### Supply network

Bar = 100 um. Pins as bars on the die edge.
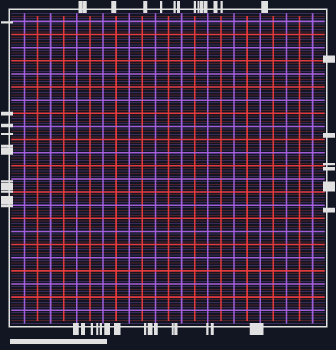
### Cell classes on the final placement

Fill, decap, tap and diode cells in grey.
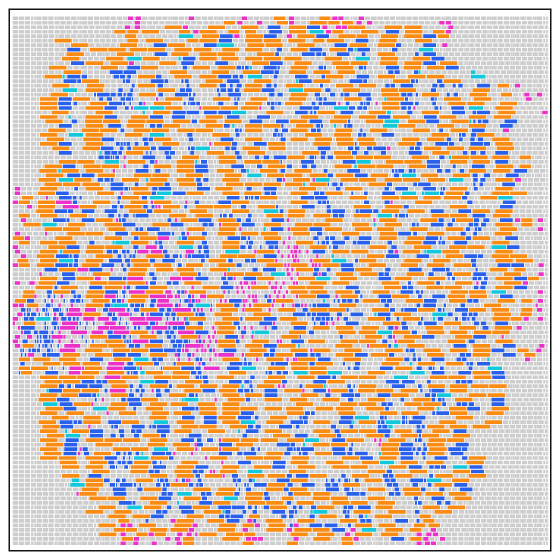
### Clock distribution

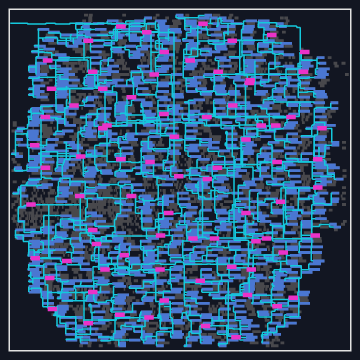
==> src/rtl/mips_pkg.sv <==
// rtl/mips_pkg.sv - shared MIPS datapath types and defaults
// Purpose: register-file defaults, clear-FSM state type and the zero-register address.
// Ports: none (package).
package mips_pkg;

  localparam int REG_DATA_W   = 32;
  localparam int REG_DEPTH    = 32;
  localparam int RF_ZERO_ADDR = 0;

  typedef enum logic {
    RF_CLEAR = 1'b0,
    RF_RUN   = 1'b1
  } rf_state_t;

endpackage

==> src/rtl/regfile_clear_fsm.sv <==
// rtl/regfile_clear_fsm.sv - post-reset clear sequencer for the register file
// Purpose: after rst, walks clr_addr over every register (one per cycle) and then
//          enters RUN; ready is a flop that rises together with the RUN state.
// Ports:
//   clk       in   rising-edge clock
//   rst       in   synchronous active-high reset; restarts the clear from address 0
//   clr_we    out  1 while clearing: zero the word at clr_addr this cycle
//   clr_addr  out  ADDR_W  word being cleared
//   run       out  1 once clearing is done (user reads/writes allowed)
//   ready     out  registered ready flag for the decode stage
module regfile_clear_fsm
  import mips_pkg::*;
#(
  parameter  int DEPTH  = REG_DEPTH,
  localparam int ADDR_W = $clog2(DEPTH)
) (
  input  logic              clk,
  input  logic              rst,
  output logic              clr_we,
  output logic [ADDR_W-1:0] clr_addr,
  output logic              run,
  output logic              ready
);

  rf_state_t         state_q;
  logic [ADDR_W-1:0] clr_cnt_q;
  logic              ready_q;

  always_ff @(posedge clk) begin
    if (rst) begin
      state_q   <= RF_CLEAR;
      clr_cnt_q <= '0;
      ready_q   <= 1'b0;
    end else begin
      case (state_q)
        RF_CLEAR: begin
          // Counter wraps to 0 after the last word; harmless since RUN ignores it.
          clr_cnt_q <= clr_cnt_q + 1'b1;
          if (clr_cnt_q == ADDR_W'(DEPTH - 1)) begin
            state_q <= RF_RUN;
            ready_q <= 1'b1;
          end
        end
        RF_RUN: begin
          state_q <= RF_RUN;
        end
        default: begin
          state_q <= RF_CLEAR;
        end
      endcase
    end
  end

  assign clr_we   = (state_q == RF_CLEAR);
  assign clr_addr = clr_cnt_q;
  assign run      = (state_q == RF_RUN);
  assign ready    = ready_q;

endmodule

==> src/rtl/regfile_multiport.sv <==
// rtl/regfile_multiport.sv - parametrised multi-read-port MIPS register file
// Purpose: DEPTH x DATA_W flop array, one synchronous write port, NUM_RD registered
//          read ports, optional hardwired-zero register 0 and write-to-read bypass,
//          cleared to zero by a sequencer after every reset.
// Ports:
//   clk      in   rising-edge clock
//   rst      in   synchronous active-high reset
//   wr_en    in   write strobe
//   wr_addr  in   ADDR_W write address
//   wr_data  in   DATA_W write data
//   rd_addr  in   NUM_RD*ADDR_W read addresses, port p at [p*ADDR_W +: ADDR_W]
//   rd_data  out  NUM_RD*DATA_W registered read data, port p at [p*DATA_W +: DATA_W]
//   ready    out  1 once the clear sequence has completed
module regfile_multiport
  import mips_pkg::*;
#(
  parameter  int DATA_W   = REG_DATA_W,
  parameter  int DEPTH    = REG_DEPTH,
  parameter  int NUM_RD   = 2,
  parameter  int ZERO_REG = 1,
  parameter  int BYPASS   = 1,
  localparam int ADDR_W   = $clog2(DEPTH)
) (
  input  logic                     clk,
  input  logic                     rst,
  input  logic                     wr_en,
  input  logic [ADDR_W-1:0]        wr_addr,
  input  logic [DATA_W-1:0]        wr_data,
  input  logic [NUM_RD*ADDR_W-1:0] rd_addr,
  output logic [NUM_RD*DATA_W-1:0] rd_data,
  output logic                     ready
);

  logic              clr_we;
  logic [ADDR_W-1:0] clr_addr;
  logic              run;
  logic              wr_zero_hit;
  logic              user_we;

  logic [DATA_W-1:0] mem_q [DEPTH];

  regfile_clear_fsm #(
    .DEPTH (DEPTH)
  ) u_clear_fsm (
    .clk      (clk),
    .rst      (rst),
    .clr_we   (clr_we),
    .clr_addr (clr_addr),
    .run      (run),
    .ready    (ready)
  );

  // User writes are accepted only in RUN and never in a reset cycle; writes to
  // the hardwired-zero register are dropped here so bypass sees them dropped too.
  assign wr_zero_hit = (ZERO_REG != 0) && (wr_addr == ADDR_W'(RF_ZERO_ADDR));
  assign user_we     = run && !rst && wr_en && !wr_zero_hit;

  always_ff @(posedge clk) begin
    if (clr_we) begin
      mem_q[clr_addr] <= '0;
    end else if (user_we) begin
      mem_q[wr_addr] <= wr_data;
    end
  end

  for (genvar p = 0; p < NUM_RD; p++) begin : g_rd
    logic [ADDR_W-1:0] ra;
    logic              rd_zero_hit;
    logic              byp_hit;
    logic [DATA_W-1:0] rd_q;

    assign ra          = rd_addr[p*ADDR_W +: ADDR_W];
    assign rd_zero_hit = (ZERO_REG != 0) && (ra == ADDR_W'(RF_ZERO_ADDR));
    assign byp_hit     = (BYPASS != 0) && user_we && (wr_addr == ra);

    // Zero rule outranks bypass; outputs stay 0 for the whole clear.
    always_ff @(posedge clk) begin
      if (rst || !run) begin
        rd_q <= '0;
      end else if (rd_zero_hit) begin
        rd_q <= '0;
      end else if (byp_hit) begin
        rd_q <= wr_data;
      end else begin
        rd_q <= mem_q[ra];
      end
    end

    assign rd_data[p*DATA_W +: DATA_W] = rd_q;
  end

endmodule

==> config.mk <==
export PLATFORM = sky130hd
export DESIGN_NAME = regfile_multiport
export DESIGN_NICKNAME = d
export VERILOG_FILES = /design/src/rtl/mips_pkg.sv /design/src/rtl/regfile_clear_fsm.sv /design/src/rtl/regfile_multiport.sv
export SDC_FILE = /design/constraint.sdc
export NUM_CORES = 1
export LEC_CHECK = 0
export ABC_CLOCK_PERIOD_IN_PS = 9400
export CORE_UTILIZATION = 47
export CTS_CLUSTER_DIAMETER = 120
export CTS_CLUSTER_SIZE = 16
export DETAILED_ROUTE_END_ITERATION = 6
export GPL_TIMING_DRIVEN = 0
export PLACE_DENSITY = 0.62
export RECOVER_POWER = 25
export SKIP_CTS_REPAIR_TIMING = 1
export SLEW_MARGIN = 15
export SYNTH_ARGS = -nofsm -noshare
export SYNTH_HDL_FRONTEND = slang
export SYNTH_HIERARCHICAL = 1
export SYNTH_SLANG_ARGS = --single-unit
==> constraint.sdc <==
create_clock -name clk -period 9.4 [get_ports clk]
set_input_delay 1.41 -clock clk [delete_from_list [all_inputs] [get_ports clk]]
set_output_delay 1.41 -clock clk [all_outputs]
set_load 0.05 [all_outputs]
==> run_results.csv <==
group,metric,value,unit
layout,comb_cells,1408,
cts,cts.clk_slew.worst_paths,70,ps
floorplan,die-area,107000,um2
min_path,min_path_type,"register to register",
final_timing,maxSlewViolCount,362,
min_path,holdPathEnd,"u_clear_fsm/ready$_SDFFE_PP0P_",
final_timing,rsz0062_at_grt,"no",
yosys,topCellsByArea,"edfxtp_1 62%, mux4_2 17%, mux2i_1 5.4%",
routing,viasPerCell,7.65,
routing,vias,34000,
yosys,async_flop_share,0,%
cts,numCtsBuffers,78,
yosys,synth.top_cell.area_share,61.8,%
worst_setup_path,critPathCapture,"mem_q[20][21]$_DFFE_PP_",
pwr,p_total,9600,uW
yosys,ys_top_logic_family,"multiplexers",
grt,grt_pass1_vias,32700,
placement,pre_cts_ws,3620,ps
layout,largest-register,"mem_q",
routing,ant_nets,0,
layout,fillers,8219,
layout,regArea,32200,um2
worst_setup_path,critPathArrivalTime,6470,ps
layout,finalNonFillerCells,4441,
yosys,synth.area.mux_share,23.4,%
routing,routedWlPerCell,47.2,um
layout,comb_area,16600,um2
yosys,ys_sh_simple,1.98,%
yosys,synthXorXnorAreaFrac,0.229,%
yosys,yosysMostFrequentCell,"edfxtp_1",
grt,antenna_found_initial,11,
cts,cts_buffer_depth,3,
layout,diodes,9,
routing,drt-met1-wl,69900,um
final_timing,setup_tns,0,ps
flow_run,maxCapViolCount,28,
routing,wl_met3,35400,um
routing,routed-wl-met2,88200,um
outcome,outcome,"finished, violations left",
outcome,violations,"capacitance limit, slew limit",
pwr,seq_power,5330,uW
worst_setup_path,cp_max_fo,16,
layout,ff_count,1095,
yosys,yosys_register_bits,1095,
yosys,yosys-stat-area,49700,um2
About 'Supply network':
| net | colour |
|---|---|
| VSS | purple |
| VDD | red |
met5 straps: 23
met1 rails: 119

About 'Cell classes on the final placement':
| class | colour | cells |
|---|---|---|
| sequential cells | orange | 1095 |
| clock drivers and dummy loads | cyan | 144 |
| combinational and other logic | blue | 1415 |
| remaining buffers and delay cells | magenta | 398 |
flop share of the area: 57.1%
core region area: 104000 um2
Core Util, Final: 54.0%
row count: 118

About 'Clock distribution':
[clock wires] cyan | length: 13200 um
[flip-flops] blue | count: 1095
[clock drivers] magenta | count: 78
flops lie: all over the die
clock power share: 35.4%
Power Clock: 3400 uW
clock skew: 47.8 ps

placed cells by master (no fill, tap or decap), types with 34 or more instances in the layout:
| cell type | instances |
|---|---|
| edfxtp_1 | 1024 |
| clkdlybuf4s50_1 | 38 |
| clkbuf_2 | 44 |
| clkbuf_1 | 148 |
| a21oi_1 | 105 |
| dlygate4sd3_1 | 69 |
| mux2i_1 | 266 |
| mux4_2 | 380 |
| nand2_1 | 53 |
| clkbuf_16 | 81 |
| mux2_2 | 36 |
| a22oi_1 | 136 |
| buf_2 | 84 |
| a221oi_1 | 64 |
| and2_1 | 34 |
| dfxtp_1 | 71 |
| nor2_1 | 57 |
worst max-delay path: stages:
cell           delay, ps
dlygate4sd3_1        660
or3b_2               540
a211oi_1             570
clkbuf_1             710
a21oi_1              470
nor2_1               700
clkbuf_1            1370
Power figures rest on the tool's default switching activity, not on a simulated workload.
